## config.mk

```make
export PLATFORM = sky130hd
export DESIGN_NAME = nibble_serial_adder_ctrl
export DESIGN_NICKNAME = d
export VERILOG_FILES = /design/src/rtl/nibble_serial_adder_ctrl.sv
export SDC_FILE = /design/constraint.sdc
export NUM_CORES = 1
export LEC_CHECK = 0
export CORE_MARGIN = 2
export CORE_UTILIZATION = 42
export DETAILED_ROUTE_END_ITERATION = 10
export GPL_TIMING_DRIVEN = 0
export PLACE_DENSITY_LB_ADDON = 0.1
export SYNTH_ARGS = -nofsm -noshare
export SYNTH_HDL_FRONTEND = slang
export SYNTH_HIERARCHICAL = 1
export SYNTH_SLANG_ARGS = --single-unit
```

## constraint.sdc

```tcl
create_clock -name clk -period 3.2 [get_ports clk]
set_clock_uncertainty 0.05 [all_clocks]
set_input_delay 0.64 -clock clk [delete_from_list [all_inputs] [get_ports clk]]
set_output_delay 0.64 -clock clk [all_outputs]
set_load 0.005 [all_outputs]
```

## src/rtl/nibble_serial_adder_ctrl.sv

```systemverilog
// Multi-cycle add/subtract sequencer: one nibble per cycle through a single
// 4-bit adder, carry chained through a flop, valid/ready on both sides.

module four_bit_adder (
  input  logic [3:0] a,
  input  logic [3:0] b,
  input  logic       c0,
  output logic [3:0] s,
  output logic       c4
);
  assign {c4, s} = 5'(a) + 5'(b) + 5'(c0);
endmodule

module nibble_serial_adder_ctrl #(
  parameter int unsigned NIBBLES = 4
) (
  input  logic                   clk,
  input  logic                   rst_n,
  input  logic                   start_valid,
  output logic                   start_ready,
  input  logic [4*NIBBLES-1:0]   op_a,
  input  logic [4*NIBBLES-1:0]   op_b,
  input  logic                   sub,
  output logic                   res_valid,
  input  logic                   res_ready,
  output logic [4*NIBBLES-1:0]   result,
  output logic                   carry_out,
  output logic                   overflow,
  output logic                   busy
);
  localparam int unsigned W     = 4 * NIBBLES;
  localparam int unsigned IDX_W = (NIBBLES > 1) ? $clog2(NIBBLES) : 1;

  typedef enum logic [1:0] {IDLE, RUN, DONE} state_e;

  state_e             state_q, state_d;
  logic [IDX_W-1:0]   idx_q, idx_d;
  logic               carry_q, carry_d;
  logic [W-1:0]       a_q, a_d, b_q, b_d;
  logic [W-1:0]       result_q, result_d;
  logic               cout_q, cout_d, ovf_q, ovf_d;

  logic [W-1:0]       a_shift, b_shift;
  logic [3:0]         sum;
  logic               c4;
  logic               last;

  assign a_shift = a_q >> (4 * idx_q);
  assign b_shift = b_q >> (4 * idx_q);
  assign last    = (idx_q == IDX_W'(NIBBLES - 1));

  four_bit_adder u_add (
    .a  (a_shift[3:0]),
    .b  (b_shift[3:0]),
    .c0 (carry_q),
    .s  (sum),
    .c4 (c4)
  );

  always_ff @(posedge clk) begin
    if (!rst_n) begin
      state_q  <= IDLE;
      idx_q    <= '0;
      carry_q  <= 1'b0;
      a_q      <= '0;
      b_q      <= '0;
      result_q <= '0;
      cout_q   <= 1'b0;
      ovf_q    <= 1'b0;
    end else begin
      state_q  <= state_d;
      idx_q    <= idx_d;
      carry_q  <= carry_d;
      a_q      <= a_d;
      b_q      <= b_d;
      result_q <= result_d;
      cout_q   <= cout_d;
      ovf_q    <= ovf_d;
    end
  end

  always_comb begin
    state_d = state_q;
    unique case (state_q)
      IDLE:    if (start_valid) state_d = RUN;
      RUN:     if (last)        state_d = DONE;
      DONE:    if (res_ready)   state_d = IDLE;
      default: state_d = IDLE;
    endcase
  end

  always_comb begin
    start_ready = (state_q == IDLE);
    res_valid   = (state_q == DONE);
    busy        = (state_q != IDLE);
  end

  // Subtraction is folded into the operands at acceptance: B is stored
  // inverted and the +1 enters as the initial carry.
  always_comb begin
    idx_d    = idx_q;
    carry_d  = carry_q;
    a_d      = a_q;
    b_d      = b_q;
    result_d = result_q;
    cout_d   = cout_q;
    ovf_d    = ovf_q;
    if (state_q == IDLE && start_valid) begin
      a_d      = op_a;
      b_d      = sub ? ~op_b : op_b;
      carry_d  = sub;
      idx_d    = '0;
      result_d = '0;
    end else if (state_q == RUN) begin
      result_d = (result_q & ~(W'(4'hF) << (4 * idx_q))) | (W'(sum) << (4 * idx_q));
      carry_d  = c4;
      idx_d    = idx_q + 1'b1;
      if (last) begin
        cout_d = c4;
        ovf_d  = (a_q[W-1] == b_q[W-1]) && (sum[3] != a_q[W-1]);
      end
    end
  end

  assign result    = result_q;
  assign carry_out = cout_q;
  assign overflow  = ovf_q;

endmodule

```

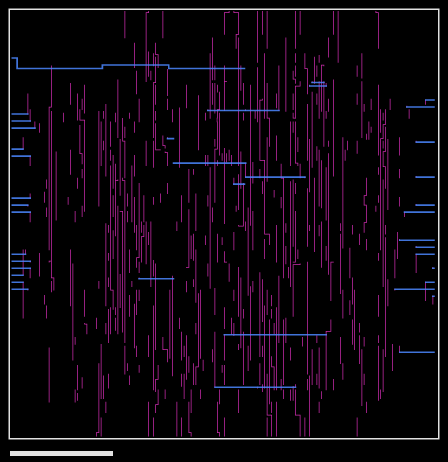
Fig. 1. Metal layers overlaid (run 1).
Bar = 20 um. Two of the layers only.
layer	color	wire length
M3	blue	234 um
M2	magenta	2620 um

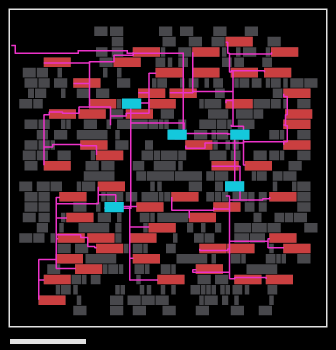
Fig. 2. Clock distribution (run 1).
Bar = 20 um.
[clock-net drivers] cyan | count: 5
[clock wires] magenta | length: 658 um
[flip-flops] red | count: 55
flops lie	widely spread

==> out/qor.csv, run 1 <==
stage,metric,value,unit
outcome,status,finished clean,
floorplanning,Initial Utilization,43.9,%
finish,"Design Area, Final",3360,um^2
synthesis,Yosys top cell by instances,dfxtp_1,
min_path,worst min path class,flop to flop,
grt,vias in the first global route,1985,
synthesis,main area contributors,"dfxtp_1 42%, nand2_1 7.0%, mux4_2 6.9%",
clock_tree,CTS tree,done,
sta,Post-Route Setup TNS,0,ns
worst_setup_path,startpoint types,flop,
finish,most frequent cells in the layout,"55 x dfxtp_1, 55 x clkdlybuf4s50_1, 49 x nand2_1, 19 x nor2_1, 18 x xnor2_1",
power_and_ir_drop,net switching power,379,uW
routing,vias per cell,5.15,
power_and_ir_drop,Internal Power,1.02,mW
synthesis,post-synthesis cell count,264,
finish,layout cells sized above 1,11.9,%
routing,antenna-violating nets left,0,
clock_tree,root buf cell,clkbuf_8,
grt,grt ovf,0,
worst_setup_path,CP Max Fanout,10,
place,Place WS,0.0225,ns
synthesis,Top cell area share,41.9,%
power_and_ir_drop,sw frac,27.1,%
power_and_ir_drop,combinational power share,20.3,%
floorplanning,core area,5990,um^2
synthesis,number of enable flip-flop cells,0,
worst_setup_path,cell at the slowest stage of the critical path,mux4_2,
sta,Tmin final,2.92,ns
run,Max Cap Violations,0,
floorplanning,FP Rows,28,
routing,final WL,5.70,mm
sta,Final Max Slew Viols,0,
synthesis,Post-synth top flop,dfxtp_1,
clock_tree,H-tree lvl count,2,
synthesis,register share after synthesis,41.9,%
synthesis,adder-cell share of the synthesized area,4.85,%
place,GP Congestion,0.733,
worst_setup_path,CP Capture Type,flop,
synthesis,"XOR Share, Synth",6.33,%
power_and_ir_drop,Final Power,1.40,mW
routing,drt drc,0,
synthesis,post-synthesis compound-gate area fraction,17.4,%
synthesis,post-synth top area cell,dfxtp_1,
sta,Final setup viols,0,
synthesis,warnings from Yosys,6,
clock_tree,Post-CTS Setup Bufs,0,
routing,WL/cell,14.2,um
routing,DRT iter0 DRCs,72,
power_and_ir_drop,Clk pwr share,26.8,%
worst_setup_path,CP arrival,3.07,ns
routing,iteration tally of the first detailed-router pass,4,
power_and_ir_drop,leakage,1.40,nW
grt,global-route usage over all layers,16.9,%
sta,fmax,0.342,GHz
place,Buffers on Ports,55,
sta,Final Cycle Share,91.3,%
clock_tree,clock-pin slew on the worst setup and hold paths,0.10,ns
sta,worst-margin pin slew,0.547,ns
worst_setup_path,critical path type,flop to flop,
floorplanning,Top Ports,58,
synthesis,Cell Type Count,37,
synthesis,"Async S/R FF share, synth",0,%
power_and_ir_drop,worst IR drop on VDD,0.231,mV
synthesis,Yosys reg bits,55,
finish,n_diodes,0,
synthesis,cell total in the yosys stat output,264,
sta,unrepaired setup endpoints after global routing,no,
synthesis,synthesis area per yosys,2630,um^2
worst_setup_path,CP Data Required Time,3.35,ns
grt,first-pass GRT wire length,9.54,mm
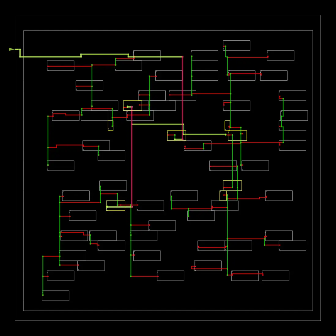
Fig. 3. Clock wiring as the flow saved it (run 1).
flop count: 55
Inserted Clock Buffers: 5
clkbuf count: 7
Sink Count: 55

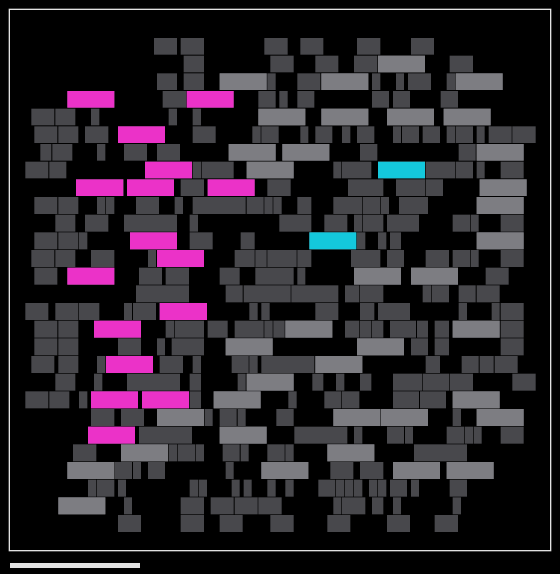
Fig. 4. Sequential cells colored by netlist name (run 1).
Bar = 20 um. Other sequential cells in the stronger gray, the rest of the logic in the fainter gray.
name in the netlist	color	sequential cells
`idx_q`	cyan	2
`b_q`	magenta	16
not colored	37

[run 1: cells by family (layout without fill, tap and decap cells)]
| logic type | after synthesis | count (layout) |
|---|---|---|
| and+or+nand+nor | 89 | 89 |
| adders and majority gates | 9 | 9 |
| xor gates and xnor gates | 19 | 19 |
| DFF | 55 | 55 |
| muxes | 11 | 11 |
| buffers and inverters | 25 | 88 |
| AOI/OAI and AO/OA | 56 | 56 |
[run 1: worst max-delay path, delay by kind of cell (launching register included)]
family	cells	cell delay [ns]
compound gates	3	0.68
xor+xnor	1	0.21
fa+ha+maj	1	0.46
buf+inv	1	0.28
flops	1	0.45
mux	1	0.58
simple gates	1	0.09
[run 1: flip-flops by register name, summed over array words and instances, names as in the netlist]
name,cells
carry_q,1
carry_out,1
overflow,1
state_q,2
idx_q,2
b_q,16
a_q,16
result,16
[run 1: through the flow]
| stage | hold WS (ns) | cells | utilization (%) |
|---|---|---|---|
| 6_report | 0.405 | 402 | 56.1 |
| 5_1_grt | 0.441 | 402 | 56.1 |
| 4_1_cts | 0.409 | 402 | 56.0 |
| 3_5_place_dp | 0.395 | 394 | 54.6 |
| 3_3_place_gp | 0.394 | 394 | 54.6 |
| 2_1_floorplan | 0.382 | 264 | - |
[run 1: power groups by stage]
| stage | Combinational (mW) | Sequential (mW) | Clock (mW) |
|---|---|---|---|
| 2_1_floorplan | 0.179 | 0.753 | 0 |
| 3_3_place_gp | 0.278 | 0.758 | 0 |
| 3_5_place_dp | 0.282 | 0.759 | 0 |
| 4_1_cts | 0.283 | 0.743 | 0.383 |
| 5_1_grt | 0.314 | 0.747 | 0.409 |
| 6_report | 0.284 | 0.742 | 0.376 |
[run 1: area by class of cell]
type / count / area (um^2)
well taps: 75 / 93.8
fillers: 547 / 2630
clock buffers: 7 / 76.3
plain buffers: 18 / 108
clock inverters: 1 / 5.00
inverters: 7 / 26.3
repair buffers: 55 / 551
multi-input cells: 184 / 1400
flip-flops and latches: 55 / 1100
[run 1: metal layers]
layer	vias up	track usage, %	share of wire [%]
li1	1037	-	-
met1	981	23.0	49
met2	48	27.6	46
met3	5	3.58	4.1
met4	0	4.02	0.86
met5	-	0	0
[run 1: worst paths after layout]
| path | to | start | slack, ns | cells after the start |
|---|---|---|---|---|
| setup reg to reg | overflow | idx_q[0] | 0.28 | 8 |
| setup / recovery | overflow | idx_q[0] | 0.28 | 8 |
| hold reg to reg | a_q[13] | a_q[13] | 0.40 | 2 |
| hold / removal | a_q[13] | a_q[13] | 0.40 | 2 |
[run 1: timing repair]
item	in CTS	in global routing
resized	0	2
hold buffers	0	0
setup endpoints to repair	0	1
## Run 2: what changed since run 1
--- a/config.mk
+++ b/config.mk
@@ -7,8 +7,10 @@
 export LEC_CHECK = 0
 export CORE_MARGIN = 2
 export CORE_UTILIZATION = 42
+export CTS_CLUSTER_SIZE = 25
 export DETAILED_ROUTE_END_ITERATION = 10
 export GPL_TIMING_DRIVEN = 0
+export HOLD_SLACK_MARGIN = 0.02
 export PLACE_DENSITY_LB_ADDON = 0.1
 export SYNTH_ARGS = -nofsm -noshare
 export SYNTH_HDL_FRONTEND = slang
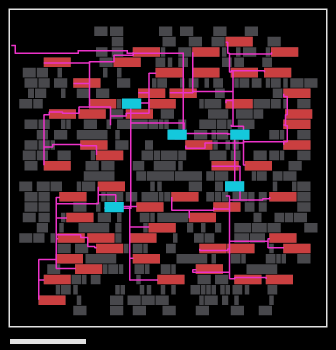
Fig. 5. Clock distribution (run 2).
Bar = 20 um.
[clock-net drivers] cyan | count: 5
[clock wires] magenta | length: 658 um
[flip-flops] red | count: 55
routed clock nets	6

==> run 2 against run 1 <==
  * Utilization is the same
  * Register-to-register slack about the same
  * Die area unchanged
  * Synthesized area is the same
  * Synthesized cell count stayed put
  * Sequential share of layout area stayed put
  * Non-clock buffer count is the same
  * Critical path depth unchanged
  * Sequential power hardly changed
  * Critical path type unchanged
  * Largest power group unchanged
  * Highest routed layer unchanged
==> out/qor.csv, run 2 <==
stage,metric,value,unit,change
worst_setup_path,cells along the critical path,buf_4 -> mux4_2 -> fa_1 -> a21o_1 -> a21oi_2 -> xnor2_2 -> nor2_1 -> o311a_1,,
floorplanning,chip area,6910,um^2,
sta,"Hold Vio Cnt, Final",0,,
finish,n_diodes,0,,unchanged
place,Buffers on Ports,55,,unchanged
finish,Area Growth Syn to Fin,27.9,%,
clock_tree,Sink Count,55,,unchanged
grt,pin count of the biggest net entering global routing,16,,
place,Post-DP HPWL,4.17,mm,
sta,Final Cycle Share,91.3,%,unchanged
synthesis,post-synthesis cell count,264,,unchanged
synthesis,MUX share of area,8.00,%,
synthesis,"XOR Share, Synth",6.33,%,unchanged
synthesis,warnings from Yosys,6,,unchanged
clock_tree,clock-pin slew on the worst setup and hold paths,0.10,ns,about the same
worst_setup_path,CP arrival,3.07,ns,about the same
power_and_ir_drop,power density cells,417,nW/um^2,
worst_setup_path,CP Max Fanout,10,,unchanged
clock_tree,H-tree lvl count,2,,unchanged
synthesis,Cell Type Count,37,,unchanged
place,Placed Area,3270,um^2,
synthesis,Yosys top cell by instances,dfxtp_1,,
worst_setup_path,critical path type,flop to flop,,
synthesis,Top cell area share,41.9,%,unchanged
floorplanning,Initial Utilization,43.9,%,unchanged
sta,unrepaired setup endpoints after global routing,no,,
place,GP Congestion,0.733,,unchanged
synthesis,"Async S/R FF share, synth",0,%,unchanged
power_and_ir_drop,Final Power,1.40,mW,unchanged
routing,antenna-violating nets left,0,,unchanged
synthesis,register share after synthesis,41.9,%,unchanged
clock_tree,CTS tree,done,,
routing,iteration tally of the first detailed-router pass,4,,unchanged
synthesis,Top non-seq family,AND-OR/OR-AND gates,,
worst_setup_path,Worst Setup EP,overflow,,
synthesis,number of enable flip-flop cells,0,,unchanged
routing,drt drc,0,,unchanged
sta,Post-Route Setup TNS,0,ns,unchanged
worst_setup_path,Worst path depth,8,,unchanged
sta,relative max-transition margin,63.3,%,
worst_setup_path,Top Family by Delay on Critical Path,AND-OR/OR-AND gates,,
worst_setup_path,CP Capture Type,flop,,
synthesis,main area contributors,"dfxtp_1 42%, nand2_1 7.0%, mux4_2 6.9%",,
finish,"Design Area, Final",3360,um^2,unchanged
synthesis,"Cell Area, Synth",2630,um^2,
power_and_ir_drop,worst IR drop on VDD,0.231,mV,unchanged
clock_tree,Clock Path Buffers,2,,
clock_tree,Post-CTS Setup Bufs,0,,unchanged
synthesis,cell total in the yosys stat output,264,,unchanged
worst_setup_path,Worst Setup SP,idx_q[0],,
synthesis,top cells by count,"55 x dfxtp_1, 49 x nand2_1, 19 x nor2_1, 19 x xnor2_1",,
sta,fmax,0.342,GHz,unchanged
grt,grt ovf,0,,unchanged
synthesis,synthesis area per yosys,2630,um^2,unchanged
synthesis,post-synth top area cell,dfxtp_1,,
clock_tree,root buf cell,clkbuf_8,,
sta,Final Max Slew Viols,0,,unchanged
sta,Final setup viols,0,,unchanged
floorplanning,core area,5990,um^2,unchanged
worst_setup_path,Reg2Reg Depth,8,,unchanged
clock_tree,Post-CTS Hold Buffers,0,,unchanged
routing,vias per cell,5.15,,unchanged
finish,# fillers,547,,unchanged
synthesis,post-synthesis compound-gate area fraction,17.4,%,unchanged
synthesis,syn_area_per_cell,9.96,um^2,
grt,global-route usage over all layers,16.9,%,unchanged
run,Max Cap Violations,0,,unchanged
power_and_ir_drop,leakage,1.40,nW,unchanged
worst_setup_path,reg2reg start,idx_q[0],,
worst_setup_path,FF-to-FF End,overflow,,
floorplanning,die height,83.1,um,
routing,DRT iter0 DRCs,72,,unchanged
worst_setup_path,CP Data Required Time,3.35,ns,about the same
floorplanning,FP Rows,28,,unchanged
finish,fin nets,372,,
floorplanning,Top Ports,58,,unchanged
synthesis,post-synthesis simple-gate area fraction,16.5,%,
worst_setup_path,cell at the slowest stage of the critical path,mux4_2,,
worst_setup_path,startpoint types,flop,,
grt,first-pass GRT wire length,9.54,mm,unchanged
finish,most frequent cells in the layout,"55 x dfxtp_1, 55 x clkdlybuf4s50_1, 49 x nand2_1, 19 x nor2_1, 18 x xnor2_1",,
worst_setup_path,Worst Path Buf+Inv,1,,unchanged
routing,final WL,5.70,mm,unchanged
min_path,worst min path class,flop to flop,,
clock_tree,clk ins delay skew pair,0.31,ns,
grt,vias in the first global route,1985,,unchanged
synthesis,Post-Syn Nets,310,,
routing,WL/cell,14.2,um,unchanged
finish,layout cells sized above 1,11.9,%,unchanged
grt,initial antenna violation count,0,,
outcome,status,finished clean,,
synthesis,adder-cell share of the synthesized area,4.85,%,unchanged
routing,via count,2071,,
clock_tree,Inserted Clock Buffers,5,,unchanged
synthesis,Yosys reg bits,55,,unchanged
synthesis,Post-synth top flop,dfxtp_1,,
sta,worst-margin pin slew,0.547,ns,unchanged
worst_setup_path,CP max stage delay,0.58,ns,
floorplanning,die x size,83.1,um,
run,tool warnings,29,,
sta,Tmin final,2.92,ns,unchanged
worst_setup_path,r2r setup slk,0.28,ns,about the same
run 2: cell counts after synthesis:
No cell type changed its count.
run 2: timing repair:
item,in CTS,in global routing
resized,0,2
setup endpoints to repair,0,1
endpoints found under the hold margin,0,0
run 2: worst min-delay path, cell delays in order, from the launching register on:
cell and delay (ns):
dfxtp_1 0.32, nand2_1 0.05, a21boi_1 0.05
run 2: kinds of logic after synthesis:
kind of cell,count (synthesis)
xor+xnor,19
compound gates,56
fa+ha+maj,9
flops,55
buf+inv,25
mux,11
simple gates,89
run 2: worst min path at each step:
| stage | start | end | cells past startpoint | slack, ns |
|---|---|---|---|---|
| floorplan | a_q[13] | a_q[13] | 2 | 0.38 |
| global placement | a_q[13] | a_q[13] | 2 | 0.39 |
| detailed placement | a_q[13] | a_q[13] | 2 | 0.40 |
| CTS | a_q[13] | a_q[13] | 2 | 0.41 |
| global route | a_q[8] | a_q[8] | 2 | 0.44 |
| finish | a_q[13] | a_q[13] | 2 | 0.40 |
run 2: final cells by class:
cell class	count	area, um^2	area share [%]
Clock buffer	7	76.3	2.27
Tap cell	75	93.8	2.79
Buffer	18	108	3.20
Multi-Input combinational cell	184	1400	41.7
Clock inverter	1	5.00	0.149
Timing Repair Buffer	55	551	16.4
Inverter	7	26.3	0.781
Sequential cell	55	1100	32.7
run 2: routing by layer:
metal | vias up | wire length [um] | track usage (%)
li1 | 1037 | - | -
met1 | 981 | 2800 | 23.0
met2 | 48 | 2620 | 27.6
met3 | 5 | 234 | 3.58
met4 | 0 | 49 | 4.02
met5 | - | 0 | 0
run 2: where the power goes:
group / total, mW / internal (mW) / switching, mW
Sequential: 0.742 / 0.722 / 0.0209
Combinational: 0.284 / 0.147 / 0.137
Clock: 0.376 / 0.154 / 0.221
run 2: through the flow:
stage	instances	hold WS [ns]	utilization [%]	setup WS [ns]
2_1_floorplan	264	0.382	-	0.546
3_3_place_gp	394	0.394	54.6	0.0561
3_5_place_dp	394	0.395	54.6	0.0225
4_1_cts	402	0.409	56.0	0.00631
5_1_grt	402	0.441	56.1	0.126
6_report	402	0.405	56.1	0.277
## Run 3: what changed since run 2
--- a/config.mk
+++ b/config.mk
@@ -6,12 +6,13 @@
 export NUM_CORES = 1
 export LEC_CHECK = 0
 export CORE_MARGIN = 2
-export CORE_UTILIZATION = 42
+export CORE_UTILIZATION = 30
 export CTS_CLUSTER_SIZE = 25
 export DETAILED_ROUTE_END_ITERATION = 10
 export GPL_TIMING_DRIVEN = 0
 export HOLD_SLACK_MARGIN = 0.02
 export PLACE_DENSITY_LB_ADDON = 0.1
+export SETUP_SLACK_MARGIN = 0.2
 export SYNTH_ARGS = -nofsm -noshare
 export SYNTH_HDL_FRONTEND = slang
 export SYNTH_HIERARCHICAL = 1
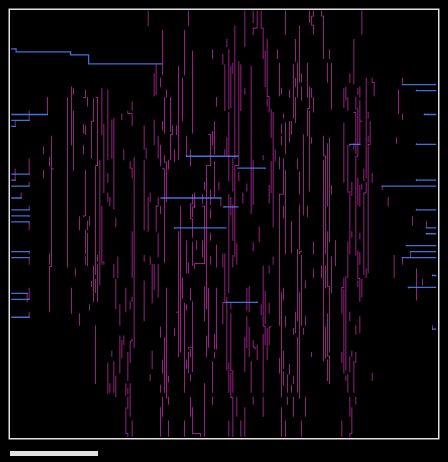
Fig. 6. Metal layers overlaid (run 3).
Bar = 20 um. Two of the layers only.
layer	color	wire length
M2	magenta	2860 um
M3	blue	219 um

==> run 3 against run 2 <==
  * Synthesized cell count is the same
  * Total power fell by 1.4%
  * Design area increased by 1.1%
  * Cell count increased by 7.7%
  * Largest cell class unchanged
  * Largest power group unchanged
  * Highest routed layer unchanged
==> out/qor.csv, run 3 <==
stage,metric,value,unit,change
grt,grt ovf,0,,unchanged
synthesis,"Cell Area, Synth",2630,um^2,unchanged
min_path,HP Start,a_q[13],,
finish,most frequent cells in the layout,"55 x clkdlybuf4s50_1, 54 x dfxtp_1, 49 x nand2_1, 19 x nor2_1, 18 x xnor2_1",,
power_and_ir_drop,power density cells,407,nW/um^2,-2.5%
min_path,hold-critical path endpoint,a_q[13],,
min_path,WHS Path Cells,2,,unchanged
sta,"Hold Vio Cnt, Final",0,,unchanged
routing,iteration tally of the first detailed-router pass,4,,unchanged
sta,Final setup viols,0,,unchanged
grt,initial antenna violation count,0,,unchanged
power_and_ir_drop,leakage,1.39,nW,-0.21%
sta,relative max-transition margin,62.0,%,-1.3 points
worst_setup_path,Reg2Reg Depth,8,,unchanged
finish,layout cells sized above 1,12.0,%,+0.073 points
clock_tree,H-tree lvl count,2,,unchanged
floorplanning,FP Rows,34,,+21%
floorplanning,chip area,9530,um^2,+38%
worst_setup_path,CP Data Required Time,3.34,ns,about the same
clock_tree,Inserted Clock Buffers,5,,unchanged
synthesis,cell total in the yosys stat output,264,,unchanged
finish,fin nets,372,,unchanged
sta,Tmin final,2.80,ns,-0.123 ns
finish,Area Growth Syn to Fin,29.4,%,
synthesis,main area contributors,"dfxtp_1 42%, nand2_1 7.0%, mux4_2 6.9%",,
floorplanning,Top Ports,58,,unchanged
outcome,status,finished clean,,
synthesis,Post-synth top flop,dfxtp_1,,
worst_setup_path,CP Capture Type,flop,,
run,Max Cap Violations,0,,unchanged
synthesis,"Async S/R FF share, synth",0,%,unchanged
place,GP Congestion,0.683,,-6.8%
floorplanning,core area,8590,um^2,+43%
worst_setup_path,cells along the critical path,buf_2 -> mux4_2 -> fa_1 -> a21o_1 -> a21oi_2 -> xnor2_2 -> nor2_1 -> o311a_1,,
sta,Final Max Slew Viols,0,,unchanged
routing,via count,2036,,-1.7%
synthesis,synthesis area per yosys,2630,um^2,unchanged
clock_tree,root buf cell,clkbuf_8,,
worst_setup_path,critical path type,flop to flop,,
synthesis,Cell Type Count,37,,unchanged
sta,worst hold slack,0.413,ns,+0.00767 ns
grt,global-route usage over all layers,13.4,%,-3.5 points
worst_setup_path,r2r setup slk,0.40,ns,+0.12 ns
worst_setup_path,cell at the slowest stage of the critical path,dfxtp_1,,
grt,pin count of the biggest net entering global routing,15,,-1
synthesis,Yosys top cell by instances,dfxtp_1,,
clock_tree,Clock Path Buffers,2,,unchanged
min_path,worst min path class,flop to flop,,
floorplanning,die x size,97.6,um,+17%
routing,WL/cell,14.0,um,-1.2%
routing,DRT iter0 DRCs,36,,-50%
clock_tree,CTS tree,done,,
clock_tree,Post-CTS Setup Bufs,0,,unchanged
synthesis,register share after synthesis,41.9,%,unchanged
synthesis,warnings from Yosys,6,,unchanged
sta,worst-margin pin slew,0.566,ns,+0.0192 ns
clock_tree,Sink Count,55,,unchanged
sta,fmax,0.357,GHz,+4.4%
clock_tree,clk ins delay skew pair,0.30,ns,about the same
floorplanning,die height,97.6,um,+17%
sta,Post-Route Setup TNS,0,ns,unchanged
worst_setup_path,reg2reg start,idx_q[1],,
synthesis,top cells by count,"55 x dfxtp_1, 49 x nand2_1, 19 x nor2_1, 19 x xnor2_1",,
worst_setup_path,CP max stage delay,0.47,ns,-0.11 ns
worst_setup_path,CP arrival,2.94,ns,-0.13 ns
synthesis,syn_area_per_cell,9.96,um^2,unchanged
place,Buffers on Ports,55,,unchanged
routing,final WL,6.07,mm,+6.4%
routing,antenna-violating nets left,0,,unchanged
worst_setup_path,Worst Path Buf+Inv,1,,unchanged
worst_setup_path,FF-to-FF End,overflow,,
grt,vias in the first global route,2046,,+3.1%
synthesis,post-synthesis cell count,264,,unchanged
sta,unrepaired setup endpoints after global routing,no,,
synthesis,number of enable flip-flop cells,0,,unchanged
power_and_ir_drop,worst IR drop on VDD,0.163,mV,-29%
synthesis,Top cell area share,41.9,%,unchanged
synthesis,Post-Syn Nets,310,,unchanged
finish,n_diodes,0,,unchanged
sta,Final Cycle Share,87.5,%,-3.9 points
grt,first-pass GRT wire length,10.2,mm,+6.7%
run,tool warnings,29,,unchanged
worst_setup_path,Top Family by Delay on Critical Path,AND-OR/OR-AND gates,,
routing,vias per cell,4.70,,-8.7%
clock_tree,clock-pin slew on the worst setup and hold paths,0.09,ns,about the same
worst_setup_path,startpoint types,flop,,
place,Post-DP HPWL,4.53,mm,+8.6%
synthesis,post-synth top area cell,dfxtp_1,,
finish,most numerous logic cell after layout,clkdlybuf4s50_1,,
worst_setup_path,CP Max Fanout,10,,unchanged
floorplanning,Initial Utilization,30.6,%,-13 points
synthesis,Yosys reg bits,55,,unchanged
routing,drt drc,0,,unchanged
-- run 3: netlist changes by cell type in the layout (fill, tap and decap cells not counted) --
cell / before / now
dfxtp_1: 55 / 54
clkbuf_2: 1 / 0
clkinv_2: 1 / 0
buf_6: 2 / 3
clkbuf_1: 6 / 5
buf_4: 4 / 3
dfxtp_2: 0 / 1
buf_2: 7 / 8
-- run 3: worst reg2reg max path: stages, from the launching register on --
cell	delay, ns
dfxtp_1	0.47
buf_2	0.33
mux4_2	0.40
fa_1	0.46
a21o_1	0.18
a21oi_2	0.17
xnor2_2	0.20
nor2_1	0.09
o311a_1	0.33
-- run 3: final cells by class --
cell class	instances	area, um^2
Multi-Input combinational cell	184	1400
Buffer	18	111
Sequential cell	55	1100
Tap cell	108	135
Timing Repair Buffer	55	551
Clock buffer	6	72.6
Inverter	7	26.3
Fill cell	909	5190
-- run 3: cells by family after synthesis --
family | Yosys count | share of synthesized area, %
AOI/OAI and AO/OA | 56 | 17.4
xor gates and xnor gates | 19 | 6.33
adders and majority gates | 9 | 4.85
buffers and inverters | 25 | 5.04
DFF | 55 | 41.9
muxes | 11 | 8.00
and+or+nand+nor | 89 | 16.5
-- run 3: timing repair --
item,4_1_cts,5_1_grt
setup endpoints to repair,9,1
gates resized,2,2
hold buffers,0,0
-- run 3: stage by stage --
stage          std cells  utilization, %  power (mW)  area (um^2)  setup WS (ns)
6_report             433            39.6        1.38         3400          0.400
5_1_grt              433            39.6        1.46         3400          0.238
4_1_cts              433            39.5        1.41         3400          0.231
3_5_place_dp         427            38.6        1.05         3310         0.0117
3_3_place_gp         427            38.6        1.04         3310         0.0437
2_1_floorplan        264               -       0.932         2630          0.546
-- run 3: where the power goes --
part | internal [mW] | switching, mW | leakage (nW) | total [mW]
registers | 0.722 | 0.0218 | 0.451 | 0.743
clock network | 0.147 | 0.207 | 0.0371 | 0.353
logic | 0.148 | 0.138 | 0.907 | 0.286
total | 1.02 | 0.367 | 1.39 | 1.38
-- run 3: routing by layer --
layer  track usage, %  vias to the layer above  wire (um)
met2             22.4                       38       2860
li1                 -                     1035          -
met3             2.88                        8        218
met5                0                        -          0
met4             3.21                        0         63
met1             17.7                      955       2930
-- run 3: how the worst max path moves through the flow --
stage | start | end | slack (ns) | cells past startpoint
2_1_floorplan | idx_q[0] | overflow | 0.55 | 8
3_3_place_gp | idx_q[1] | overflow | 0.04 | 8
3_5_place_dp | idx_q[1] | overflow | 0.01 | 8
4_1_cts | idx_q[0] | overflow | 0.23 | 8
5_1_grt | idx_q[1] | overflow | 0.24 | 8
6_report | idx_q[1] | overflow | 0.40 | 8
Power and IR drop assume default switching activity.
